### src/rtl/fx_reverb_mem_if.sv
// Delay-RAM bus between the reverb tap scheduler and its sample memory.
// mem_rdata is valid one cycle after a cycle with mem_rd asserted.
interface fx_reverb_mem_if #(
    parameter int DATA_W = 16,
    parameter int ADDR_W = 14
);
    logic [ADDR_W-1:0] mem_addr;
    logic              mem_wr;
    logic [DATA_W-1:0] mem_wdata;
    logic              mem_rd;
    logic [DATA_W-1:0] mem_rdata;

    modport master (
        output mem_addr,
        output mem_wr,
        output mem_wdata,
        output mem_rd,
        input  mem_rdata
    );

    modport slave (
        input  mem_addr,
        input  mem_wr,
        input  mem_wdata,
        input  mem_rd,
        output mem_rdata
    );
endinterface

### src/rtl/fx_reverb_sched.sv
// Reverb delay-line scheduler: one write then four tap reads per sample.
// Define REVERB_SCHED_OVERRUN_EN to build the sticky overrun detector.
module fx_reverb_sched #(
    parameter int DATA_W   = 16,
    parameter int PARAM_W  = 7,
    parameter int ADDR_W   = 14,
    parameter int NUM_TAPS = 4
) (
    input  logic               clk,
    input  logic               reset,
    input  logic               sample_valid,
    input  logic [DATA_W-1:0]  sample_in,
    input  logic [PARAM_W-1:0] size,
    fx_reverb_mem_if.master    mem,
    output logic               tap_valid,
    output logic [1:0]         tap_idx,
    output logic [DATA_W-1:0]  tap_data,
    output logic               busy,
    output logic               frame_done,
    output logic               overrun
);
    typedef enum logic [1:0] {IDLE, WRITE, READ, DRAIN} state_t;

    localparam logic [1:0] LAST_TAP = 2'(NUM_TAPS - 1);

    state_t             state_q;
    state_t             state_d;
    logic [ADDR_W-1:0]  wptr_q;
    logic [1:0]         tap_q;
    logic [DATA_W-1:0]  smp_q;
    logic [PARAM_W-1:0] size_q;
    logic               tap_valid_q;
    logic [1:0]         tap_idx_q;

    logic [5:0]         mult_k;
    logic [ADDR_W-1:0]  delay_t;
    logic [ADDR_W-1:0]  rd_addr;
    logic [ADDR_W-1:0]  addr_c;
    logic               wr_c;
    logic               rd_c;
    logic [DATA_W-1:0]  wdata_c;

    // Tap delay multipliers, scaled by (size+1).
    always_comb begin
        mult_k = 6'd29;
        unique case (tap_q)
            2'd0: mult_k = 6'd29;
            2'd1: mult_k = 6'd37;
            2'd2: mult_k = 6'd43;
            2'd3: mult_k = 6'd53;
            default: mult_k = 6'd29;
        endcase
    end

    assign delay_t = ADDR_W'((32'(size_q) + 32'd1) * 32'(mult_k));
    assign rd_addr = wptr_q - delay_t;

    always_comb begin
        state_d = state_q;
        wr_c    = 1'b0;
        rd_c    = 1'b0;
        addr_c  = '0;
        wdata_c = '0;
        unique case (state_q)
            IDLE: begin
                if (sample_valid) state_d = WRITE;
            end
            WRITE: begin
                wr_c    = 1'b1;
                addr_c  = wptr_q;
                wdata_c = smp_q;
                state_d = READ;
            end
            READ: begin
                rd_c   = 1'b1;
                addr_c = rd_addr;
                if (tap_q == LAST_TAP) state_d = DRAIN;
            end
            DRAIN: begin
                state_d = IDLE;
            end
            default: state_d = IDLE;
        endcase
    end

    always_ff @(posedge clk or posedge reset) begin
        if (reset) begin
            state_q     <= IDLE;
            wptr_q      <= '0;
            tap_q       <= '0;
            smp_q       <= '0;
            size_q      <= '0;
            tap_valid_q <= 1'b0;
            tap_idx_q   <= '0;
        end else begin
            state_q     <= state_d;
            tap_valid_q <= rd_c;
            tap_idx_q   <= tap_q;
            if (state_q == IDLE && sample_valid) begin
                smp_q  <= sample_in;
                size_q <= size;
                tap_q  <= '0;
            end
            if (state_q == READ) tap_q <= tap_q + 2'd1;
            if (state_q == DRAIN) wptr_q <= wptr_q + 1'b1;
        end
    end

    assign mem.mem_addr  = addr_c;
    assign mem.mem_wr    = wr_c;
    assign mem.mem_wdata = wdata_c;
    assign mem.mem_rd    = rd_c;

    assign tap_valid  = tap_valid_q;
    assign tap_idx    = tap_idx_q;
    assign tap_data   = mem.mem_rdata;
    assign busy       = (state_q != IDLE);
    assign frame_done = (state_q == DRAIN);

`ifdef REVERB_SCHED_OVERRUN_EN
    logic ovr_q;

    always_ff @(posedge clk or posedge reset) begin
        if (reset) ovr_q <= 1'b0;
        else if (sample_valid && busy) ovr_q <= 1'b1;
    end

    assign overrun = ovr_q;
`else
    assign overrun = 1'b0;
`endif
endmodule

### src/flat_wrapper.sv
// flat-port wrapper written by rule: the top's interface ports become plain ports
module fx_reverb_sched_flat 
#(
    parameter int DATA_W   = 16,
    parameter int PARAM_W  = 7,
    parameter int ADDR_W   = 14,
    parameter int NUM_TAPS = 4
)
  (clk, reset, sample_valid, sample_in, size, tap_valid, tap_idx, tap_data, busy, frame_done, overrun, mem_mem_addr, mem_mem_wr, mem_mem_wdata, mem_mem_rd, mem_mem_rdata);
  fx_reverb_mem_if #(.DATA_W(DATA_W), .ADDR_W(ADDR_W)) mem_i ();
  input  logic clk;
  input  logic reset;
  input  logic sample_valid;
  input  logic [DATA_W-1:0] sample_in;
  input  logic [PARAM_W-1:0] size;
  output logic tap_valid;
  output logic [1:0] tap_idx;
  output logic [DATA_W-1:0] tap_data;
  output logic busy;
  output logic frame_done;
  output logic overrun;
  output wire logic [$bits(mem_i.mem_addr)-1:0] mem_mem_addr;
  output wire logic [$bits(mem_i.mem_wr)-1:0] mem_mem_wr;
  output wire logic [$bits(mem_i.mem_wdata)-1:0] mem_mem_wdata;
  output wire logic [$bits(mem_i.mem_rd)-1:0] mem_mem_rd;
  input wire logic [$bits(mem_i.mem_rdata)-1:0] mem_mem_rdata;
  assign mem_mem_addr = mem_i.mem_addr;
  assign mem_mem_wr = mem_i.mem_wr;
  assign mem_mem_wdata = mem_i.mem_wdata;
  assign mem_mem_rd = mem_i.mem_rd;
  assign mem_i.mem_rdata = mem_mem_rdata;
  fx_reverb_sched #(.DATA_W(DATA_W), .PARAM_W(PARAM_W), .ADDR_W(ADDR_W), .NUM_TAPS(NUM_TAPS)) u_core (.clk(clk), .reset(reset), .sample_valid(sample_valid), .sample_in(sample_in), .size(size), .mem(mem_i), .tap_valid(tap_valid), .tap_idx(tap_idx), .tap_data(tap_data), .busy(busy), .frame_done(frame_done), .overrun(overrun));
endmodule
### config.mk
export PLATFORM = sky130hd
export DESIGN_NAME = fx_reverb_sched_flat
export DESIGN_NICKNAME = d
export VERILOG_FILES = /design/src/rtl/fx_reverb_mem_if.sv /design/src/rtl/fx_reverb_sched.sv /design/src/flat_wrapper.sv
export SDC_FILE = /design/constraint.sdc
export NUM_CORES = 1
export LEC_CHECK = 0
export CORE_MARGIN = 3
export CORE_UTILIZATION = 35
export CTS_CLUSTER_SIZE = 25
export DETAILED_ROUTE_END_ITERATION = 12
export PLACE_DENSITY = 0.59
export SLEW_MARGIN = 0
export SYNTH_ARGS = -nofsm -noshare
export SYNTH_HDL_FRONTEND = slang
export SYNTH_SLANG_ARGS = --single-unit
### constraint.sdc
create_clock -name clk -period 6.65 [get_ports clk]
set_input_delay 1.33 -clock clk [delete_from_list [all_inputs] [get_ports clk]]
set_output_delay 1.33 -clock clk [all_outputs]
set_load 0.02 [all_outputs]
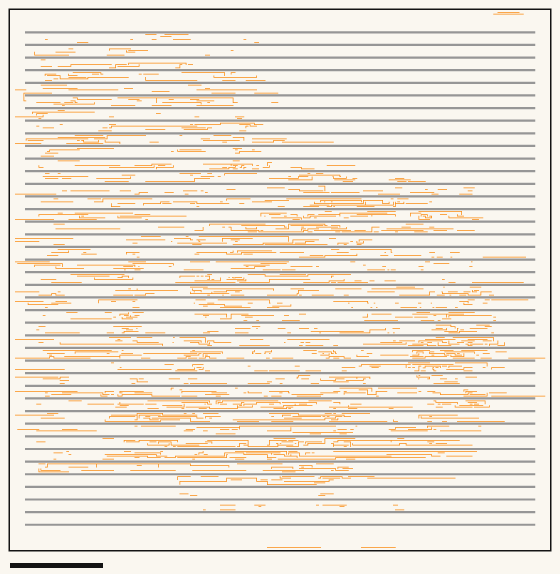
Fig. 1. Signal wires on met1.
Bar = 20 µm. Supply wires on this layer in grey.
longest straight run = 30.8 µm
nets with wire on the layer = 551
share of all routed wire = 47%
main direction = horizontal
wire length on this layer = 4350 µm
global-route track usage on met1: 20.0%
wire length after detailed routing: 9200 µm
DR vias: 3168

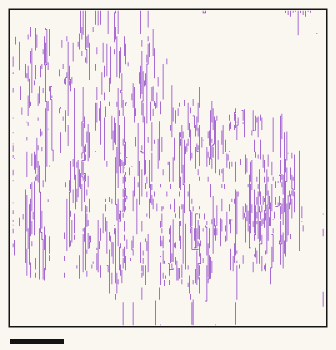
Fig. 2. Signal wires on met2.
Bar = 20 µm.
longest straight run = 36.7 µm
share of all routed wire = 45%
wire length on this layer = 4170 µm
nets with wire on the layer = 516
main direction = vertical
met2 layer usage reported by global route: 21.9%

==> results.txt <==
Flow results.

- The critical path starts at u_core.size_q[0].
- The detailed placement HPWL is 7260 µm.
- Together, buffers and inverters on the worst path number 3.
- The final hold violation count is 0.
- The cell area after technology mapping is 4260 µm².
- The share of the Yosys chip area taken by registers is 25.8%.
- The chip occupies 13500 µm².
- The registers reported with the highest flop counts are u_core.smp_q (16), u_core.wptr_q (14), u_core.size_q (7).
- The mux cell area share after synthesis is 6.87%.
- The growth of design area from synthesis to finish is 24.1%.
- The tree is rooted in a sky130_fd_sc_hd__clkbuf_16.
- The count of buffers inserted at the top-level ports is 62.
- The flow ran to the end, and the final reports show no timing, DRC or antenna violations.
- In this run the maximum-capacitance check reported violations numbering 0.
- Sequential cells placed in the final layout were counted as 44.
- The initial core utilization is 36.5%.
- The top cell types in the final layout, fill and taps aside, are sky130_fd_sc_hd__inv_1, sky130_fd_sc_hd__clkdlybuf4s50_1, sky130_fd_sc_hd__dfrtp_1.
- STA puts the critical path data arrival time at 5.13 ns.
- For this run, the script counts the antenna cells in the layout as 0.
- The count of plain and timing-repair buffers is 84.
- The number of logic gates is 307.
- Once iteration 0 of detailed routing completed, the report listed 117 DRC markers.
- The most common logic cell in the final layout is sky130_fd_sc_hd__inv_1.
- The synthesized netlist devotes 7.61% of its cell area to XOR and XNOR gates.
- The cell-mix breakdown from Yosys lists the adder-cell area share as 26.8%.
- Counting stages on the worst path, the most repeated cell is sky130_fd_sc_hd__fa_1.
- The category of the critical setup timing path is flip-flop to output port.
- Per the OpenROAD floorplan log, the height of the die is 116 µm.
- The floorplan step set the die width to 116 µm.
- 96 I/O pins were placed.
- Of the total standard cell area in the layout, the multi-input combinational portion is 53.3%.
- The top cell class by occupied area is combinational gates.
- The tapcell count is 143.
- Per the synthesis report, the AND-OR/OR-AND share of the synthesized area is 8.28%.
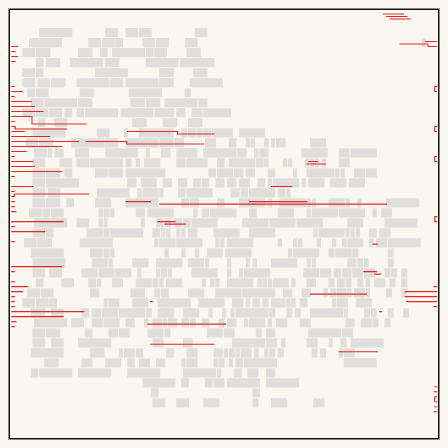
Fig. 3. Signal wires on met3.
Cells faint in the background.
nets with wire on the layer = 72
longest straight run = 61.6 µm
share of all routed wire = 6.1%
met3 routing resource usage after global routing: 3.73%

==> cell usage after synthesis <==
cell                        count  area share, %
sky130_fd_sc_hd__and2_1        19            2.8
sky130_fd_sc_hd__nand2_1       20            1.8
sky130_fd_sc_hd__xnor2_1       23            4.7
sky130_fd_sc_hd__and3_1         1           0.15
sky130_fd_sc_hd__buf_2          1           0.12
sky130_fd_sc_hd__a32oi_1        1           0.21
sky130_fd_sc_hd__a22oi_1        6            1.1
sky130_fd_sc_hd__a31oi_2        1           0.29
sky130_fd_sc_hd__fa_1          32             15
sky130_fd_sc_hd__a211oi_1       3           0.53
sky130_fd_sc_hd__nand3_1       13            1.5
sky130_fd_sc_hd__a2bb2oi_1      1           0.21
sky130_fd_sc_hd__o21ai_0       17            2.0
sky130_fd_sc_hd__clkbuf_1       8           0.70
sky130_fd_sc_hd__mux2_2        26            6.9
sky130_fd_sc_hd__nor2b_1        8            1.2
sky130_fd_sc_hd__buf_4         17            3.0
sky130_fd_sc_hd__o32a_1         1           0.23
sky130_fd_sc_hd__nand2b_1       8            1.2
sky130_fd_sc_hd__nor3_1         3           0.35
sky130_fd_sc_hd__conb_1         1          0.088
sky130_fd_sc_hd__o211ai_1       2           0.35
sky130_fd_sc_hd__o21ai_1        1           0.12
sky130_fd_sc_hd__or2_2         12            1.8
sky130_fd_sc_hd__and4_4         1           0.26
sky130_fd_sc_hd__dfrtp_1       44             26
sky130_fd_sc_hd__a21oi_1       11            1.3
sky130_fd_sc_hd__o31ai_1        3           0.53
sky130_fd_sc_hd__buf_1          1          0.088
sky130_fd_sc_hd__nand4_1        6           0.88
sky130_fd_sc_hd__nor2_1        26            2.3
sky130_fd_sc_hd__ha_1          40             12
sky130_fd_sc_hd__xor2_1        14            2.9
sky130_fd_sc_hd__o21a_1         2           0.35
sky130_fd_sc_hd__nand4_4        1           0.50
sky130_fd_sc_hd__inv_1         68            6.0
sky130_fd_sc_hd__a2111o_1       1           0.26
sky130_fd_sc_hd__o31ai_4        1           0.50
sky130_fd_sc_hd__a21o_1         1           0.18
sky130_fd_sc_hd__a21boi_0       1           0.18
==> worst min path at each step <==
stage                        end  slack [ns]  cells past startpoint
2_1_floorplan  u_core.tap_idx[1]        0.42                      0
3_3_place_gp    u_core.smp_q[12]        0.48                      1
3_5_place_dp    u_core.smp_q[12]        0.49                      1
4_1_cts         u_core.smp_q[12]        0.50                      1
5_1_grt         u_core.smp_q[14]        0.52                      1
6_report        u_core.smp_q[12]        0.50                      1
==> layer usage <==
| layer | wire (µm) | up-vias | track usage [%] |
|---|---|---|---|
| met3 | 563 | 17 | 3.73 |
| met5 | 0 | - | 0 |
| met1 | 4350 | 1522 | 20.0 |
| li1 | - | 1543 | - |
| met2 | 4170 | 86 | 21.9 |
| met4 | 116 | 0 | 3.02 |
==> repair_timing <==
| item | in CTS | in global routing |
|---|---|---|
| pin swaps | 0 | 7 |
| buffers inserted | 0 | 2 |
| hold buffers | 0 | 0 |
| gates resized | 24 | 24 |
| endpoints found under the setup margin | 8 | 9 |
| endpoints found under the hold margin | 0 | 0 |
